==> images/power_grid.png <==
Scale bar: 10 microns. Pins as bars on the die edge.
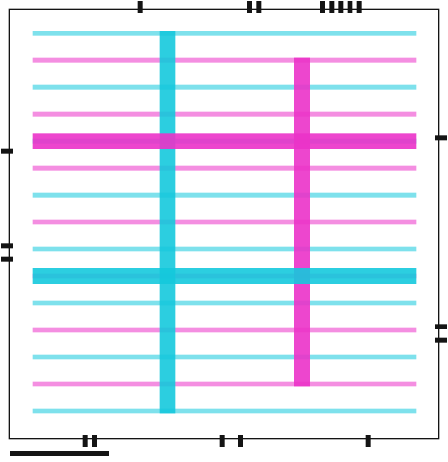
==> images/placement_by_type.png <==
Scale bar: 10 microns.
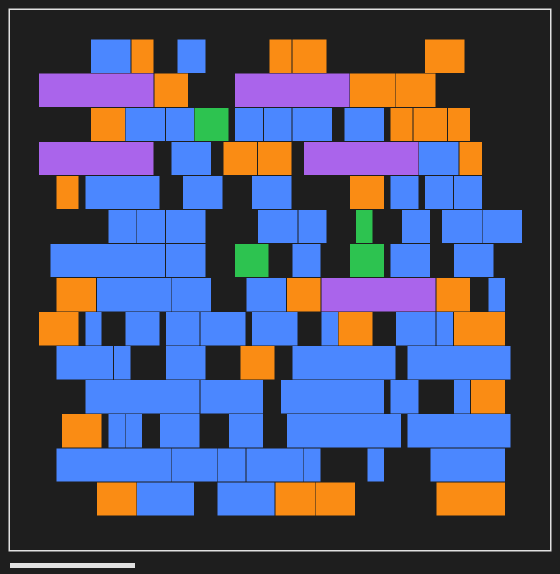
==> images/clk_routes.png <==
Scale bar: 10 microns.
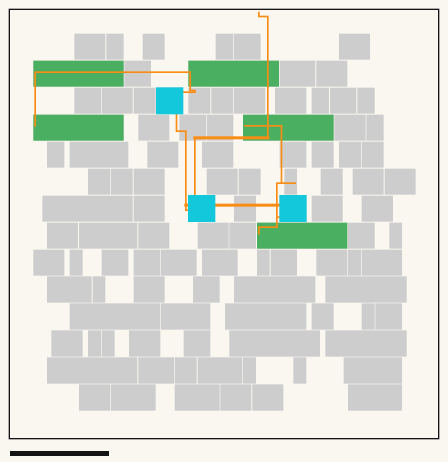
==> config.mk <==
export PLATFORM = sky130hd
export DESIGN_NAME = sumador_restador_reg
export DESIGN_NICKNAME = d
export VERILOG_FILES = /design/src/rtl/sumador_restador_reg_pkg.sv /design/src/rtl/sumador_restador_4b.sv /design/src/rtl/sumador_restador_reg.sv
export SDC_FILE = /design/constraint.sdc
export NUM_CORES = 1
export LEC_CHECK = 0
export CAP_MARGIN = 20
export CORE_MARGIN = 2
export CORE_UTILIZATION = 45
export DETAILED_ROUTE_END_ITERATION = 10
export GPL_TIMING_DRIVEN = 0
export PLACE_DENSITY_LB_ADDON = 0.05
export SLEW_MARGIN = 20
export SYNTH_ARGS = -nofsm -noshare
export SYNTH_HDL_FRONTEND = slang
export SYNTH_HIERARCHICAL = 1
export SYNTH_SLANG_ARGS = --single-unit
==> constraint.sdc <==
create_clock -name CLK -period 1 [get_ports CLK]
set_clock_uncertainty 0.05 [all_clocks]
set_input_delay 0.2 -clock CLK [delete_from_list [all_inputs] [get_ports CLK]]
set_output_delay 0.2 -clock CLK [all_outputs]
set_load 0.005 [all_outputs]
==> run notes <==
flow finished, numbers: status=complete, but fails checks, failing checks=negative setup slack, number of buffers created by CTS=3, met2 Track Usage GR=0.296, sequential fraction of the synthesis area=0.181, Total Power=around 1.1 mW, PostCTS Resize Cnt=61, busiest grt layer=met2, slowest stage delay, CP=about 0.37 ns, Internal Power=0.717 mW, grt total ovfl=0, Syn-to-layout area delta=52.8%, max reg flops=4, PnR worst setup slack=-0.579 ns, layout cells sized above 1=0.462, Final Hold Fails=0, Slew HR=0.822, Hold Crit Class=input port to async pin, AO/OA Area Share=0.0490, synthesized instance count=~75, Final Net Count=roughly 130, Root Driver=clkbuf_4, P_leak=around 0.46 nW, non-filler cells, final=120, Comb area share=0.571, Post-CTS Setup Bufs=7, period utilization=1.58, Crit Path Max Fanout=2, Top delay family on crit path=adder cells, fin crit period=between 1.5 and 2 ns, wire length on met1=636 microns, unrepaired setup endpoints after global routing=yes, Via density=5.48, # Taps=16, mi-comb count=roughly 55, die area=roughly 1900 sq um, Pre-Repair DR Iteration Count=4, CP cell instances=buf_6, fa_2, inv_2, ha_4, nand2_2, nand3b_1, xnor2_1, mux2i_1, nand4b_1, nand4_1, Top-Level Pins=19, top routing layer used=met3, n_diodes=0, Core Util at FP=0.469, largest net degree at the start of global routing=11, Top cells excl fill/tap=11 x buf_4, 10 x nand4b_1, 8 x dlygate4sd2_1, Synth Warn #=6, Placed Instance Area=between 900 and 1000 sq um, gr usage total=0.174, hold_ws=about 0.14 ns, largest power group=combinational logic, met1 usage=0.217, Tool Warnings=32, total net switching power=0.354 mW, achievable clock frequency=roughly 630 MHz, Sequential Power=~0.27 mW, DP Cell Count=roughly 110, Synthesized Nets=~100, pre-CTS setup slack=-1.35 ns, Slew @ Worst Pin=approximately 0.27 ns, CP Buf/Inv Count=2, register-to-register setup slack=-0.02 ns, Startpoint Class=input port, ClkCell Share=0.0249, clk slew on worst S/H paths=approximately 0.04 ns, cell type with the largest total area=dfrtp_1, most common library cells after synthesis=11 x inv_1, 10 x nand4b_1, 7 x ha_1, yosys xor share=0.0508, CTS tree=built, via count=about 660, CP Capture Type=register, Pwr Density=a little over 1000 nW/um^2, post-DR wirelength/cell=~12 microns, # setup viols final=5, final antenna-violating net count=0, area fraction in and, or, nand and nor cells=0.356, top-count cell post-synth=inv_1, max-cap check violation count=0, Sequential Area=~130 sq um, Comb. pwr=0.572 mW, met3 wire len=65 microns, routed wl met2=slightly below 800 microns, Seq cells post-synth=5, Gate Area=between 600 and 700 sq um, Biggest Area Class=logic gates, number of global-route vias before repair=approximately 570, Layout fillers=124, Crit path depth=10, Max-area cell share=0.181, global-route track usage on met3=0.0383, Rows=14, drc violations=0
Notes on power_grid.png above:
| net | colour |
|---|---|
| VSS | cyan |
| VDD | magenta |
met5 straps: 2
met1 rails: 15
Core Footprint: 1470 sq um
die height: 43.1 microns
die width: 43.1 microns

Notes on placement_by_type.png above:
| class | colour | cells | share of their area |
|---|---|---|---|
| flops | purple | 5 | 12% |
| other buffers and delay cells | orange | 29 | 22% |
| clock drivers and dummy loads | green | 4 | 2.5% |
| combinational and other logic | blue | 66 | 63% |
Seq/total area: 0.119
Layout Cell Area excl Fill: 1050 sq um

Notes on clk_routes.png above:
[clock wires] orange | length: 98.9 microns
[flip-flops] green | count: 5
[clock drivers] cyan | count: 3
routed clock nets: 4
worst skew pair latency: 0.24 ns
Clock Power Share: 0.218
Clock Power: 0.234 mW

Power and IR drop assume default switching activity.
